**config.mk**
```make
export PLATFORM = sky130hd
export DESIGN_NAME = apb_serial_switch_mp_flat
export DESIGN_NICKNAME = d
export VERILOG_FILES = /design/src/rtl/apb_serial_switch_mp_pkg.sv /design/src/rtl/apb_serial_switch_mp_if.sv /design/src/rtl/apb_serial_switch_mp_serial_rx_deser.sv /design/src/rtl/apb_serial_switch_mp.sv /design/src/flat_wrapper.sv
export SDC_FILE = /design/constraint.sdc
export NUM_CORES = 1
export LEC_CHECK = 0
export CORE_UTILIZATION = 35
export DETAILED_ROUTE_END_ITERATION = 7
export SLEW_MARGIN = 20
export SYNTH_ARGS = -nofsm -noshare
export SYNTH_HDL_FRONTEND = slang
export SYNTH_SLANG_ARGS = --single-unit
```
**constraint.sdc**
```tcl
create_clock -name clk -period 3.1 [get_ports clk]
set_input_delay 0.62 -clock clk [delete_from_list [all_inputs] [get_ports clk]]
set_output_delay 0.62 -clock clk [all_outputs]
set_load 0.02 [all_outputs]
```
**src/rtl/apb_serial_switch_mp_pkg.sv**
```systemverilog
// Shared definitions for the APB serial packet switch: register byte offsets,
// CTRL/STATUS bit positions and TX state encodings.
package apb_serial_switch_mp_pkg;

  localparam logic [31:0] ADDR_CTRL    = 32'h0000_0000;
  localparam logic [31:0] ADDR_CHIP_ID = 32'h0000_0004;
  localparam logic [31:0] ADDR_PORT_EN = 32'h0000_0008;
  localparam logic [31:0] ADDR_PKT_CNT = 32'h0000_000C;
  localparam logic [31:0] ADDR_STATUS  = 32'h0000_0010;

  localparam int CTRL_CHIP_EN = 0;
  localparam int CTRL_SWAP_EN = 1;

  localparam int ST_RX_BUSY  = 0;
  localparam int ST_TX_BUSY  = 1;
  localparam int ST_HOLD_VLD = 2;
  localparam int ST_DROP     = 3;

  localparam logic [0:0] TX_IDLE = 1'b0;
  localparam logic [0:0] TX_SEND = 1'b1;

endpackage

```
**src/rtl/apb_serial_switch_mp_if.sv**
```systemverilog
// Bus bundle for the switch: APB register access plus the serial ingress and
// multicast egress streams.
//   master : drives APB request, serial input and out_ready
//   slave  : the switch; returns prdata, out_port, valid_out
interface apb_serial_switch_mp_if #(
  parameter int NUM_PORTS = 4
);
  logic [31:0]          paddr;
  logic                 psel;
  logic                 pen;
  logic                 p_write;
  logic [31:0]          p_wdata;
  logic [31:0]          prdata;
  logic                 data_in;
  logic                 valid_in;
  logic                 out_ready;
  logic [NUM_PORTS-1:0] out_port;
  logic                 valid_out;

  modport master (
    output paddr, psel, pen, p_write, p_wdata, data_in, valid_in, out_ready,
    input  prdata, out_port, valid_out
  );

  modport slave (
    input  paddr, psel, pen, p_write, p_wdata, data_in, valid_in, out_ready,
    output prdata, out_port, valid_out
  );
endinterface

```
**src/rtl/apb_serial_switch_mp_serial_rx_deser.sv**
```systemverilog
// Serial-to-parallel packet deserialiser.
//   clk, rst (async, active-low), en (chip enable), data_in/valid_in (MSB first)
//   rx_sr : shift register, holds the full packet in the cycle done is high
//   done  : one-cycle pulse after the PKT_W-th bit has been shifted in
//   busy  : a partial packet is in progress
module serial_rx_deser #(
  parameter int PKT_W = 64
) (
  input  logic             clk,
  input  logic             rst,
  input  logic             en,
  input  logic             data_in,
  input  logic             valid_in,
  output logic [PKT_W-1:0] rx_sr,
  output logic             done,
  output logic             busy
);
  localparam int CW = $clog2(PKT_W);

  logic [CW-1:0] rx_cnt;

  always_ff @(posedge clk or negedge rst) begin
    if (!rst) begin
      rx_sr  <= '0;
      rx_cnt <= '0;
      done   <= 1'b0;
    end else if (!en) begin
      // disabling drops any partial packet
      rx_cnt <= '0;
      done   <= 1'b0;
    end else begin
      done <= 1'b0;
      if (valid_in) begin
        rx_sr <= {rx_sr[PKT_W-2:0], data_in};
        if (rx_cnt == CW'(PKT_W-1)) begin
          rx_cnt <= '0;
          done   <= 1'b1;
        end else begin
          rx_cnt <= rx_cnt + 1'b1;
        end
      end
    end
  end

  assign busy = (rx_cnt != '0);

endmodule

```
**src/rtl/apb_serial_switch_mp.sv**
```systemverilog
// Serial packet switch with APB register bank, one-deep holding buffer,
// optional dest/src swap and multicast re-serialisation.
//   clk, rst (async, active-low)
//   bus (slave): APB paddr/psel/pen/p_write/p_wdata -> prdata (registered),
//                data_in/valid_in in, out_ready in, out_port/valid_out out
//
// TX FSM
//   state   | meaning
//   TX_IDLE | nothing presented; loads tx_sr when the holding buffer is full
//   TX_SEND | packet presented; shifts one bit per cycle with out_ready
module apb_serial_switch_mp
  import apb_serial_switch_mp_pkg::*;
#(
  parameter int         PKT_W     = 64,
  parameter int         ADDR_W    = 16,
  parameter int         NUM_PORTS = 4,
  parameter logic [7:0] CHIP_ID   = 8'hAA,
  parameter int         CNT_W     = 16
) (
  input logic                   clk,
  input logic                   rst,
  apb_serial_switch_mp_if.slave bus
);
  localparam int TW = $clog2(PKT_W + 1);

  logic                 chip_en, swap_en, drop;
  logic [NUM_PORTS-1:0] port_en, tx_mask;
  logic [CNT_W-1:0]     pkt_cnt;
  logic [PKT_W-1:0]     rx_sr, rx_pkt, hold_buf, tx_sr;
  logic                 rx_done, rx_busy, hold_vld;
  logic [0:0]           tx_state;
  logic [TW-1:0]        tx_left;
  logic [31:0]          prdata_q, rd_val;
  logic [3:0]           status_v;
  logic                 wr_en, rd_en, tx_last, tx_load, valid_out;

  serial_rx_deser #(.PKT_W(PKT_W)) u_rx (
    .clk      (clk),
    .rst      (rst),
    .en       (chip_en),
    .data_in  (bus.data_in),
    .valid_in (bus.valid_in),
    .rx_sr    (rx_sr),
    .done     (rx_done),
    .busy     (rx_busy)
  );

  assign wr_en = bus.psel & bus.pen & bus.p_write;
  assign rd_en = bus.psel & bus.pen & ~bus.p_write;

  // tx_left counts down remaining bits; the last accepted bit ends the packet
  assign tx_last = (tx_state == TX_SEND) & bus.out_ready & (tx_left == TW'(1));
  assign tx_load = hold_vld & ((tx_state == TX_IDLE) | tx_last);

  always_comb begin
    rx_pkt = rx_sr;
    if (swap_en) begin
      rx_pkt[PKT_W-1 -: ADDR_W]        = rx_sr[PKT_W-ADDR_W-1 -: ADDR_W];
      rx_pkt[PKT_W-ADDR_W-1 -: ADDR_W] = rx_sr[PKT_W-1 -: ADDR_W];
    end
  end

  always_ff @(posedge clk or negedge rst) begin
    if (!rst) begin
      chip_en <= 1'b1;
      swap_en <= 1'b1;
      port_en <= NUM_PORTS'(1);
      pkt_cnt <= '0;
      drop    <= 1'b0;
    end else begin
      if (wr_en && bus.paddr == ADDR_CTRL) begin
        chip_en <= bus.p_wdata[CTRL_CHIP_EN];
        swap_en <= bus.p_wdata[CTRL_SWAP_EN];
      end
      if (wr_en && bus.paddr == ADDR_PORT_EN)
        port_en <= bus.p_wdata[NUM_PORTS-1:0];
      if (wr_en && bus.paddr == ADDR_PKT_CNT)
        pkt_cnt <= '0;
      else if (tx_last)
        pkt_cnt <= pkt_cnt + 1'b1;
      // a fresh overflow wins over a same-cycle clear so no event is lost
      if (rx_done && hold_vld && !tx_load)
        drop <= 1'b1;
      else if (wr_en && bus.paddr == ADDR_STATUS && bus.p_wdata[ST_DROP])
        drop <= 1'b0;
    end
  end

  always_ff @(posedge clk or negedge rst) begin
    if (!rst) begin
      hold_buf <= '0;
      hold_vld <= 1'b0;
      tx_sr    <= '0;
      tx_mask  <= '0;
      tx_left  <= '0;
      tx_state <= TX_IDLE;
    end else begin
      if (tx_load) begin
        tx_sr    <= hold_buf;
        tx_mask  <= port_en;
        tx_left  <= TW'(PKT_W);
        tx_state <= TX_SEND;
      end else if (tx_state == TX_SEND && bus.out_ready) begin
        tx_sr   <= tx_sr << 1;
        tx_left <= tx_left - 1'b1;
        if (tx_left == TW'(1))
          tx_state <= TX_IDLE;
      end
      // buffer refills on the same edge it drains
      if (rx_done && (!hold_vld || tx_load)) begin
        hold_buf <= rx_pkt;
        hold_vld <= 1'b1;
      end else if (tx_load) begin
        hold_vld <= 1'b0;
      end
    end
  end

  always_comb begin
    status_v              = '0;
    status_v[ST_RX_BUSY]  = rx_busy;
    status_v[ST_TX_BUSY]  = (tx_state == TX_SEND);
    status_v[ST_HOLD_VLD] = hold_vld;
    status_v[ST_DROP]     = drop;
    case (bus.paddr)
      ADDR_CTRL:    rd_val = {30'b0, swap_en, chip_en};
      ADDR_CHIP_ID: rd_val = 32'(CHIP_ID);
      ADDR_PORT_EN: rd_val = 32'(port_en);
      ADDR_PKT_CNT: rd_val = 32'(pkt_cnt);
      ADDR_STATUS:  rd_val = {28'b0, status_v};
      default:      rd_val = '0;
    endcase
  end

  always_ff @(posedge clk or negedge rst) begin
    if (!rst)
      prdata_q <= '0;
    else if (rd_en)
      prdata_q <= rd_val;
  end

  assign valid_out    = (tx_state == TX_SEND);
  assign bus.prdata   = prdata_q;
  assign bus.valid_out = valid_out;
  assign bus.out_port = tx_mask & {NUM_PORTS{valid_out & tx_sr[PKT_W-1] & chip_en}};

endmodule
```
**src/flat_wrapper.sv**
```systemverilog
// flat-port wrapper written by rule: the top's interface ports become plain ports
module apb_serial_switch_mp_flat import apb_serial_switch_mp_pkg::*;
#(
  parameter int         PKT_W     = 64,
  parameter int         ADDR_W    = 16,
  parameter int         NUM_PORTS = 4,
  parameter logic [7:0] CHIP_ID   = 8'hAA,
  parameter int         CNT_W     = 16
)
  (clk, rst, bus_paddr, bus_psel, bus_pen, bus_p_write, bus_p_wdata, bus_data_in, bus_valid_in, bus_out_ready, bus_prdata, bus_out_port, bus_valid_out);
  apb_serial_switch_mp_if #(.NUM_PORTS(NUM_PORTS)) bus_i ();
  input logic clk;
  input logic rst;
  input wire logic [$bits(bus_i.paddr)-1:0] bus_paddr;
  input wire logic [$bits(bus_i.psel)-1:0] bus_psel;
  input wire logic [$bits(bus_i.pen)-1:0] bus_pen;
  input wire logic [$bits(bus_i.p_write)-1:0] bus_p_write;
  input wire logic [$bits(bus_i.p_wdata)-1:0] bus_p_wdata;
  input wire logic [$bits(bus_i.data_in)-1:0] bus_data_in;
  input wire logic [$bits(bus_i.valid_in)-1:0] bus_valid_in;
  input wire logic [$bits(bus_i.out_ready)-1:0] bus_out_ready;
  output wire logic [$bits(bus_i.prdata)-1:0] bus_prdata;
  output wire logic [$bits(bus_i.out_port)-1:0] bus_out_port;
  output wire logic [$bits(bus_i.valid_out)-1:0] bus_valid_out;
  assign bus_i.paddr = bus_paddr;
  assign bus_i.psel = bus_psel;
  assign bus_i.pen = bus_pen;
  assign bus_i.p_write = bus_p_write;
  assign bus_i.p_wdata = bus_p_wdata;
  assign bus_i.data_in = bus_data_in;
  assign bus_i.valid_in = bus_valid_in;
  assign bus_i.out_ready = bus_out_ready;
  assign bus_prdata = bus_i.prdata;
  assign bus_out_port = bus_i.out_port;
  assign bus_valid_out = bus_i.valid_out;
  apb_serial_switch_mp #(.PKT_W(PKT_W), .ADDR_W(ADDR_W), .NUM_PORTS(NUM_PORTS), .CHIP_ID(CHIP_ID), .CNT_W(CNT_W)) u_core (.clk(clk), .rst(rst), .bus(bus_i));
endmodule
```
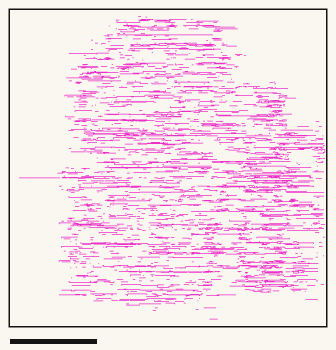
(signal wires on met1)
The bar under the picture is 50 um long.
share of all routed wire	48%
nets with wire on the layer	834
M1 GR Usage: 16.55%
DR vias: 6,504
DRT Wirelength: 19,530 um

==> impl_metrics.toml <==
# generated from flow reports
[hold_path]
hold_path_class = "in -> async"

[status]
status = "finished, final reports clean"

[final_timing]
clock_skew_ns = 0.01631
fin_tns_setup_ns = 0
fin_crit_ns = 2.801

[critical_path]
arrival_ns = 2.18
reg2reg_from = "u_core.tx_left[1]$_DFFE_PN0P_"
rr_worst_depth = 6
worstSetupPathType = "reg -> out"
regToRegEndpoint = "u_core.pkt_cnt[15]$_DFFE_PN0P_"

[drt]
post_drt_wl_per_cell_um = 14.82
drt_iter0_markers = 237

[die]
fp_util_pct = 35.73
io_pins = 109

[cells_and_area]
final_nets = 973
fin_util_pct = 42.26

[yosys]
synth.distinct_cells = 53

[pwr]
p_seq_mw = 3.41
vdd_drop_max_uv = 381.2
internal_power_mw = 5.380
comb_power_share_pct = 8.1
p_leak_nw = 6.511

[global_route]
grt_max_degree = 84
grt_overflow_total = 0

[clock_network]
cts-root-buf = "clkbuf_16"
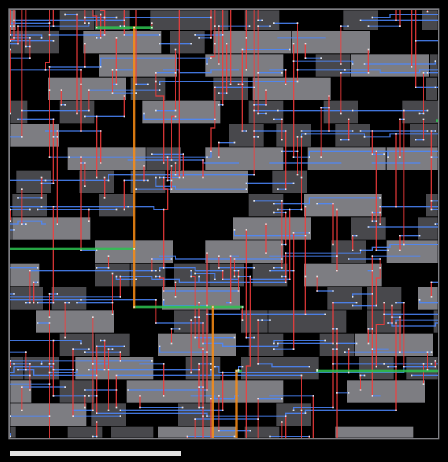
(close-up of the layout)
The bar under the picture is 20 um long. Region (66, 102) to (116, 152) um. Cells in gray, sequential cells in the stronger gray; small squares are vias.
color	layer
green	met3
orange	met4
red	met2
blue	met1
sequential cells in the window	33
cells with their middle in the window	93
most frequent	mux2_2 (48), dfrtp_1 (33), mux2_1 (6)
netlist names of flops here include	`u_core.hold_buf` (13), `u_core.tx_sr` (12), `u_core.u_rx.rx_sr` (8)

==> cell families (layout without fill, tap and decap cells) <==
logic type      after synthesis  after routing
fa+ha+maj                     5              5
flops                       251            251
compound gates               53             53
mux                         302            302
simple gates                125            125
xor+xnor                     14             14
buf+inv                      71            150
other cells                   1             16
==> state kept, by name, indices dropped and copies added (netlist names), 4 cells and up <==
register	cells
u_core.tx_sr	64
u_core.tx_left	7
u_core.bus.prdata	16
u_core.u_rx.rx_cnt	6
u_core.port_en	4
u_core.pkt_cnt	16
u_core.u_rx.rx_sr	64
u_core.hold_buf	64
u_core.tx_mask	4
==> synth_stat cells, drive strengths merged, types with 3 or more instances <==
library cell | number | share of area [%]
and3 | 4 | 0.22
mux2 | 298 | 30
a22o | 12 | 0.93
or4 | 4 | 0.30
buf | 31 | 1.7
a21oi | 15 | 0.66
or3 | 6 | 0.33
dfrtp | 248 | 55
dfstp | 3 | 0.70
nor2 | 22 | 0.73
o31ai | 7 | 0.46
nor3 | 4 | 0.18
inv | 11 | 0.37
xnor2 | 10 | 0.77
o21ai | 5 | 0.22
nor2b | 3 | 0.17
nand4 | 8 | 0.44
mux2i | 4 | 0.35
nor4 | 17 | 1.2
clkbuf | 29 | 0.96
nand2 | 23 | 0.76
nand3 | 15 | 0.66
xor2 | 4 | 0.31
and2 | 7 | 0.39
ha | 5 | 0.55
==> cell type report <==
cell class	count	share of cell area, %
clock buffers	43	6.101
clock inverters	6	0.2527
inverters	11	0.3088
multi-input cells	515	35.53
flip-flops and latches	251	47.01
well taps	402	3.762
repair buffers	90	7.037
==> routing by layer <==
layer  GRT usage [%]  part of all wire (%)  wire length, um  up-vias
met4           3.254                   1.9              369        0
met2           19.71                    46             8925      127
met1           16.55                    48             9291     3255
met3           2.066                   4.8              941       23
met5               0                     0                0        -
li1                -                     -                -     3099
